**Logic cells by family**

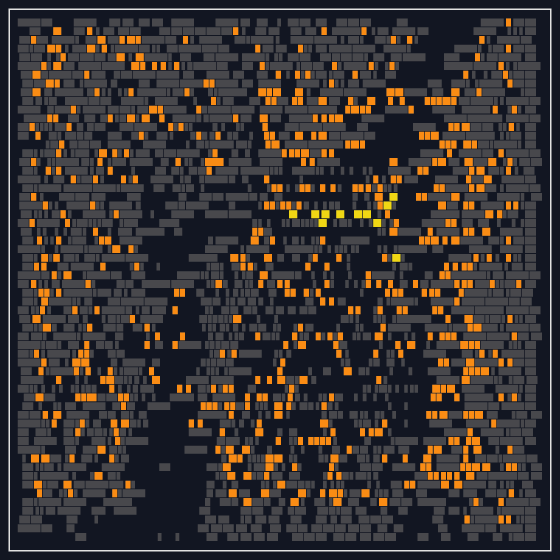
**Clock nets**

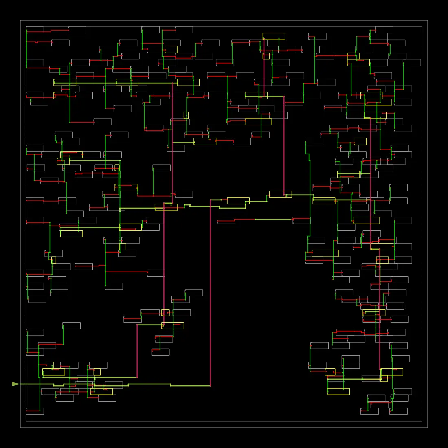
**Clock wires, drivers and flops**

Scale bar: 50 µm.
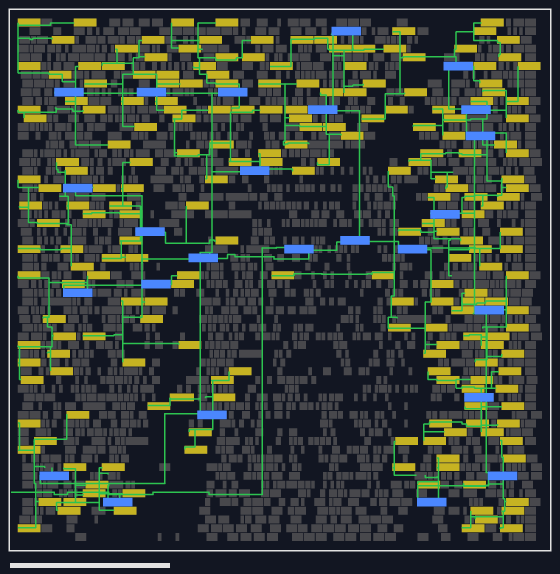
**Signal wires by layer**

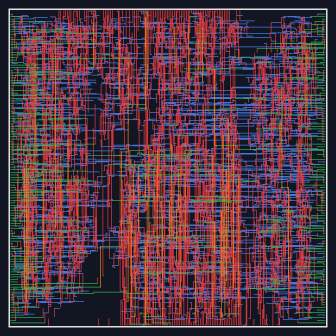
**Nets reached from selected ports**

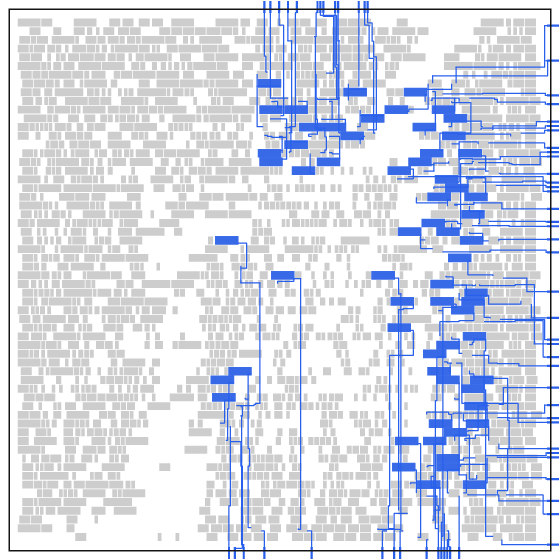
===== src/rtl/mem_stage_pkg.sv =====
// rtl/mem_stage_pkg.sv - shared pipeline types, funct3 size codes and store lane helpers
package mem_stage_pkg;

   localparam int XLEN = 64;

   localparam logic [2:0] SZ_B  = 3'd0;
   localparam logic [2:0] SZ_H  = 3'd1;
   localparam logic [2:0] SZ_W  = 3'd2;
   localparam logic [2:0] SZ_D  = 3'd3;
   localparam logic [2:0] SZ_BU = 3'd4;
   localparam logic [2:0] SZ_HU = 3'd5;
   localparam logic [2:0] SZ_WU = 3'd6;

   typedef enum logic {
      MS_IDLE = 1'b0,
      MS_BUSY = 1'b1
   } ms_state_t;

   // funct3 = 7 has no encoding of its own and falls through to doubleword everywhere
   function automatic logic misaligned(input logic [2:0] funct3, input logic [2:0] lane);
      case (funct3)
         SZ_B, SZ_BU: return 1'b0;
         SZ_H, SZ_HU: return lane[0];
         SZ_W, SZ_WU: return |lane[1:0];
         default:     return |lane;
      endcase
   endfunction

   function automatic logic [7:0] store_strobe(input logic [2:0] funct3, input logic [2:0] lane);
      logic [7:0] mask;
      case (funct3)
         SZ_B, SZ_BU: mask = 8'h01;
         SZ_H, SZ_HU: mask = 8'h03;
         SZ_W, SZ_WU: mask = 8'h0F;
         default:     mask = 8'hFF;
      endcase
      return mask << lane;
   endfunction

   function automatic logic [XLEN-1:0] store_replicate(input logic [2:0] funct3,
                                                       input logic [XLEN-1:0] value);
      case (funct3)
         SZ_B, SZ_BU: return {8{value[7:0]}};
         SZ_H, SZ_HU: return {4{value[15:0]}};
         SZ_W, SZ_WU: return {2{value[31:0]}};
         default:     return value;
      endcase
   endfunction

endpackage


===== src/rtl/mem_stage_if.sv =====
// rtl/mem_stage_if.sv - data-memory valid/ready bus between the MEM stage and data memory
interface mem_stage_if #(parameter int XLEN = 64);

   logic            req;
   logic            we;
   logic [XLEN-1:0] addr;
   logic [XLEN-1:0] wdata;
   logic [7:0]      wstrb;
   logic            ready;
   logic [XLEN-1:0] rdata;

   modport master (output req, we, addr, wdata, wstrb, input ready, rdata);
   modport slave  (input req, we, addr, wdata, wstrb, output ready, rdata);

endinterface


===== src/rtl/mem_stage_load_align.sv =====
// rtl/mem_stage_load_align.sv - lane select and sign/zero extension of load data
module load_align import mem_stage_pkg::*; (
   input  logic [XLEN-1:0] rdata,
   input  logic [2:0]      lane,
   input  logic [2:0]      funct3,
   output logic [XLEN-1:0] data
);

   logic [XLEN-1:0] shifted;
   logic            zext;

   always_comb begin
      shifted = rdata >> {lane, 3'b000};
      zext    = funct3 inside {SZ_BU, SZ_HU, SZ_WU};
      case (funct3)
         SZ_B, SZ_BU: data = {{56{~zext & shifted[7]}},  shifted[7:0]};
         SZ_H, SZ_HU: data = {{48{~zext & shifted[15]}}, shifted[15:0]};
         SZ_W, SZ_WU: data = {{32{~zext & shifted[31]}}, shifted[31:0]};
         default:     data = shifted;
      endcase
   end

endmodule


===== src/rtl/mem_stage.sv =====
// rtl/mem_stage.sv - MEM pipeline stage: runs loads/stores over the dmem bus and registers WB results
module mem_stage import mem_stage_pkg::*; #(
   parameter int XLEN = 64
) (
   input  logic             clk,
   input  logic             rst_n,
   input  logic             ex_valid,
   input  logic             ex_load,
   input  logic             ex_store,
   input  logic [2:0]       ex_funct3,
   input  logic [4:0]       ex_rd,
   input  logic [XLEN-1:0]  ex_alu_res,
   input  logic [XLEN-1:0]  ex_store_value,
   input  logic             flush,
   mem_stage_if.master      dmem,
   output logic             stall_o,
   output logic             mem_valid,
   output logic [4:0]       mem_rd,
   output logic [XLEN-1:0]  mem_res,
   output logic             exc_misalign
);

   ms_state_t       state, state_next;
   logic [2:0]      ex_lane;
   logic            is_store, is_mem, misal, take, accept, bus_req;

   logic            req_we;
   logic [XLEN-1:0] req_addr;
   logic [XLEN-1:0] req_wdata;
   logic [7:0]      req_wstrb;
   logic [2:0]      req_funct3;
   logic [2:0]      req_lane;
   logic [4:0]      req_rd;
   logic            kill;
   logic [XLEN-1:0] load_data;

   // a load+store combination is a load, so only a pure store writes
   assign ex_lane  = ex_alu_res[2:0];
   assign is_store = ex_store & ~ex_load;
   assign is_mem   = ex_load | ex_store;
   assign misal    = misaligned(ex_funct3, ex_lane);
   assign take     = ex_valid & ~flush;
   assign accept   = (state == MS_IDLE) & take & is_mem & ~misal;

   assign dmem.req   = bus_req;
   assign dmem.we    = req_we;
   assign dmem.addr  = req_addr;
   assign dmem.wdata = req_wdata;
   assign dmem.wstrb = req_wstrb;

   always_ff @(posedge clk) begin
      if (!rst_n) state <= MS_IDLE;
      else        state <= state_next;
   end

   always_comb begin
      state_next = state;
      case (state)
         MS_IDLE: if (accept)     state_next = MS_BUSY;
         MS_BUSY: if (dmem.ready) state_next = MS_IDLE;
         default:                 state_next = MS_IDLE;
      endcase
   end

   // the held EX instruction is the access itself, so upstream is frozen until ready
   always_comb begin
      bus_req = 1'b0;
      stall_o = 1'b0;
      case (state)
         MS_IDLE: stall_o = accept;
         MS_BUSY: begin
            bus_req = 1'b1;
            stall_o = ~dmem.ready;
         end
         default: ;
      endcase
      if (!rst_n) stall_o = 1'b0;
   end

   always_ff @(posedge clk) begin
      if (!rst_n) begin
         req_we     <= 1'b0;
         req_addr   <= '0;
         req_wdata  <= '0;
         req_wstrb  <= '0;
         req_funct3 <= '0;
         req_lane   <= '0;
         req_rd     <= '0;
      end else if (accept) begin
         req_we     <= is_store;
         req_addr   <= {ex_alu_res[XLEN-1:3], 3'b000};
         req_wdata  <= is_store ? store_replicate(ex_funct3, ex_store_value) : '0;
         req_wstrb  <= is_store ? store_strobe(ex_funct3, ex_lane) : 8'h00;
         req_funct3 <= ex_funct3;
         req_lane   <= ex_lane;
         req_rd     <= ex_rd;
      end
   end

   // the bus cannot abort, so a flush while busy only suppresses the retirement
   always_ff @(posedge clk) begin
      if (!rst_n)                 kill <= 1'b0;
      else if (state == MS_BUSY)  kill <= dmem.ready ? 1'b0 : (kill | flush);
      else                        kill <= 1'b0;
   end

   load_align u_load_align (
      .rdata  (dmem.rdata),
      .lane   (req_lane),
      .funct3 (req_funct3),
      .data   (load_data)
   );

   always_ff @(posedge clk) begin
      if (!rst_n) begin
         mem_valid    <= 1'b0;
         mem_rd       <= '0;
         mem_res      <= '0;
         exc_misalign <= 1'b0;
      end else begin
         mem_valid    <= 1'b0;
         mem_rd       <= '0;
         exc_misalign <= 1'b0;
         if (state == MS_BUSY) begin
            if (dmem.ready) begin
               mem_res <= req_we ? '0 : load_data;
               if (!(kill | flush)) begin
                  mem_valid <= 1'b1;
                  mem_rd    <= req_we ? 5'd0 : req_rd;
               end
            end
         end else if (take) begin
            if (!is_mem) begin
               mem_valid <= 1'b1;
               mem_rd    <= ex_rd;
               mem_res   <= ex_alu_res;
            end else if (misal) begin
               // faulting address is kept in mem_res for the trap handler
               mem_valid    <= 1'b1;
               exc_misalign <= 1'b1;
               mem_res      <= ex_alu_res;
            end
         end
      end
   end

endmodule


===== src/flat_wrapper.sv =====
// flat-port wrapper written by rule: the top's interface ports become plain ports
module mem_stage_flat import mem_stage_pkg::*;
#(
   parameter int XLEN = 64
)
  (clk, rst_n, ex_valid, ex_load, ex_store, ex_funct3, ex_rd, ex_alu_res, ex_store_value, flush, stall_o, mem_valid, mem_rd, mem_res, exc_misalign, dmem_req, dmem_we, dmem_addr, dmem_wdata, dmem_wstrb, dmem_ready, dmem_rdata);
  mem_stage_if #(.XLEN(XLEN)) dmem_i ();
  input  logic clk;
  input  logic rst_n;
  input  logic ex_valid;
  input  logic ex_load;
  input  logic ex_store;
  input  logic [2:0] ex_funct3;
  input  logic [4:0] ex_rd;
  input  logic [XLEN-1:0] ex_alu_res;
  input  logic [XLEN-1:0] ex_store_value;
  input  logic flush;
  output logic stall_o;
  output logic mem_valid;
  output logic [4:0] mem_rd;
  output logic [XLEN-1:0] mem_res;
  output logic exc_misalign;
  output wire logic [$bits(dmem_i.req)-1:0] dmem_req;
  output wire logic [$bits(dmem_i.we)-1:0] dmem_we;
  output wire logic [$bits(dmem_i.addr)-1:0] dmem_addr;
  output wire logic [$bits(dmem_i.wdata)-1:0] dmem_wdata;
  output wire logic [$bits(dmem_i.wstrb)-1:0] dmem_wstrb;
  input wire logic [$bits(dmem_i.ready)-1:0] dmem_ready;
  input wire logic [$bits(dmem_i.rdata)-1:0] dmem_rdata;
  assign dmem_req = dmem_i.req;
  assign dmem_we = dmem_i.we;
  assign dmem_addr = dmem_i.addr;
  assign dmem_wdata = dmem_i.wdata;
  assign dmem_wstrb = dmem_i.wstrb;
  assign dmem_i.ready = dmem_ready;
  assign dmem_i.rdata = dmem_rdata;
  mem_stage #(.XLEN(XLEN)) u_core (.clk(clk), .rst_n(rst_n), .ex_valid(ex_valid), .ex_load(ex_load), .ex_store(ex_store), .ex_funct3(ex_funct3), .ex_rd(ex_rd), .ex_alu_res(ex_alu_res), .ex_store_value(ex_store_value), .flush(flush), .dmem(dmem_i), .stall_o(stall_o), .mem_valid(mem_valid), .mem_rd(mem_rd), .mem_res(mem_res), .exc_misalign(exc_misalign));
endmodule

===== config.mk =====
export PLATFORM = sky130hd
export DESIGN_NAME = mem_stage_flat
export DESIGN_NICKNAME = d
export VERILOG_FILES = /design/src/rtl/mem_stage_pkg.sv /design/src/rtl/mem_stage_if.sv /design/src/rtl/mem_stage_load_align.sv /design/src/rtl/mem_stage.sv /design/src/flat_wrapper.sv
export SDC_FILE = /design/constraint.sdc
export NUM_CORES = 1
export LEC_CHECK = 0
export ABC_AREA = 1
export CORE_MARGIN = 2
export CORE_UTILIZATION = 41
export CTS_CLUSTER_DIAMETER = 200
export DETAILED_ROUTE_END_ITERATION = 10
export PLACE_DENSITY = 0.78
export SKIP_LAST_GASP = 1
export SYNTH_ARGS = -nofsm -noshare
export SYNTH_HDL_FRONTEND = slang
export SYNTH_SLANG_ARGS = --single-unit

===== constraint.sdc =====
create_clock -name clk -period 2.3 [get_ports clk]
set_input_delay 0.575 -clock clk [delete_from_list [all_inputs] [get_ports clk]]
set_output_delay 0.575 -clock clk [all_outputs]
set_load 0.05 [all_outputs]

==> Table 3: Implementation characteristics <==
Summary of implementation characteristics

Parameter                              Value

GRT
  GRT met3 Usage .................. 0.0733
  Vias in the first global route .................. 12.9k
  Most used routing layer .................. met2
  Antenna violations before repair .................. 2
  Grt met2 use .................. 0.567
  Global-route congestion overflow total .................. 0

Final timing
  Final number of setup-violating endpoints .................. 1
  Final worst-path setup slack .................. -0.0512 ns

Status
  Run status .................. complete, but fails checks
  Violations in the final reports .................. negative setup slack

Synth
  Count of library flops with an enable pin .................. 0
  Cell area after technology mapping .................. 11100 µm²
  Flip-flop cell with the highest count after synthesis .................. sky130_fd_sc_hd__dfxtp_1
  Area of the synthesized netlist per yosys stat .................. 11100 µm²

Setup path
  Cell at the slowest stage of the critical path .................. sky130_fd_sc_hd__clkdlybuf4s15_1
  Series of cell instances along the critical path .................. clkdlybuf4s15_1 > buf_12 > inv_4 > nand2_4 > nand2_4 > nand2_1 > nand2_2 > inv_2 > nand3_4 > a21oi_4 > buf_12
  Largest fanout on the critical path .................. 6
  Beginning of the worst register-to-register path .................. u_core.req_lane[2]$_SDFFE_PN0P_
  Arrival time worst endpoint .................. 1.78 ns
  Worst path max stage delay .................. 0.25 ns

Layout
  Final Core Density .................. 0.645
  Share of final-layout standard cells stronger than drive strength 1 .................. 0.112
  Nets .................. 2280

Placed design
  Port Buf Inserts .................. 413

Pwr
  Combinational cell power .................. 2.80 mW
  Sequential group share of total power .................. 0.362
  Cell area power density .................. 647 nW/µm²
  Share of power burned in combinational logic .................. 0.251

Clocking
  Count of buffers added by post-CTS timing repair for setup .................. 3

Flow run
  Number of warnings the tools reported .................. 31
Notes on 'logic cells by family' above:
Key: yellow = non-inverting ao/oa cells [cells 11]; orange = aoi and oai cells [cells 547, where widely spread]
highest-count logic cell in the final layout: sky130_fd_sc_hd__nand2_1
Post-Layout Cell Count: 2434
logic gate fraction of the total cell area: 0.349

Notes on 'clock nets' above:
TritonCTS buffer count: 25
clock-net power: 4.31 mW
Worst Clk Skew: 0.00821 ns
sequential cells: 218

Notes on 'clock wires, drivers and flops' above:
Key: green = clock wires [length 2900 µm]; yellow = flip-flops [count 218]; blue = clock drivers [count 25]
There are 26 routed clock nets. Position of the flops: widely spread.
clock latency on the worst-skew pair: 0.52 ns
Clk network pwr share: 0.387

Notes on 'signal wires by layer' above:
Key: blue = metal 1 [wire length 17200 µm]; green = metal 3 [wire length 3880 µm]; red = metal 2 [wire length 23.2 mm]; orange = metal 4 [wire length 2560 µm]
via count of the routed design: 13.5k
total detailed-routing wirelength: 46900 µm
detail-routed net length per standard cell: 19.3 µm
GRT Resource Usage Total: 0.314

Notes on 'nets reached from selected ports' above:
Key: blue = `mem_res` [bits 64, direction output, edge 36 right, 15 bottom, 13 top, end cells 64, wire 3130 µm]

-- through the flow --
| step | TNS (ns) | area (µm²) | instances | power, mW | worst slack, ns |
|---|---|---|---|---|---|
| final | -0.0512 | 17200 | 2434 | 11.2 | -0.0512 |
| after global routing | -0.110 | 17200 | 2434 | 11.5 | -0.110 |
| after CTS | -0.0902 | 17100 | 2429 | 11.2 | -0.0902 |
| after detailed placement | -59.40 | 16200 | 2381 | 6.90 | -0.437 |
| after global placement | -49.87 | 16200 | 2381 | 6.87 | -0.407 |
| after floorplan | -0.0421 | 11200 | 1644 | 5.61 | -0.0421 |
-- critical path, delay by kind of cell --
family	cells	cell delay (ns)
AOI/OAI and AO/OA	1	0.19
buffers and inverters	5	0.68
and+or+nand+nor	5	0.32
-- cell families (layout without fill, tap and decap cells) --
| kind of cell | Yosys count | in the layout | synth area share |
|---|---|---|---|
| DFF | 218 | 218 | 0.394 |
| buffers and inverters | 187 | 634 | 0.0700 |
| other | 1 | 5 | 0.000338 |
| muxes | 5 | 5 | 0.00451 |
| AOI/OAI and AO/OA | 558 | 558 | 0.283 |
| and+or+nand+nor | 673 | 673 | 0.249 |
-- sequential cells by signal (all words and copies together) (netlist names) --
signal               cells
u_core.dmem.we           1
u_core.dmem.wstrb        8
u_core.req_rd            5
u_core.exc_misalign      1
u_core.dmem.addr        61
u_core.mem_valid         1
u_core.dmem.wdata       64
u_core.state             1
u_core.mem_rd            5
u_core.req_funct3        3
u_core.req_lane          3
u_core.kill              1
u_core.mem_res          64
-- area by class of cell --
class | instances | area [µm²]
Antenna cell | 2 | 5.00
Clock buffer | 31 | 708
Clock inverter | 14 | 194
Fill cell | 2351 | 9500
Inverter | 49 | 193
Multi-Input combinational cell | 1239 | 6020
Sequential cell | 218 | 4370
Tap cell | 341 | 427
Timing Repair Buffer | 540 | 5320
No activity file was given, so power comes from the tool's default toggle rates.
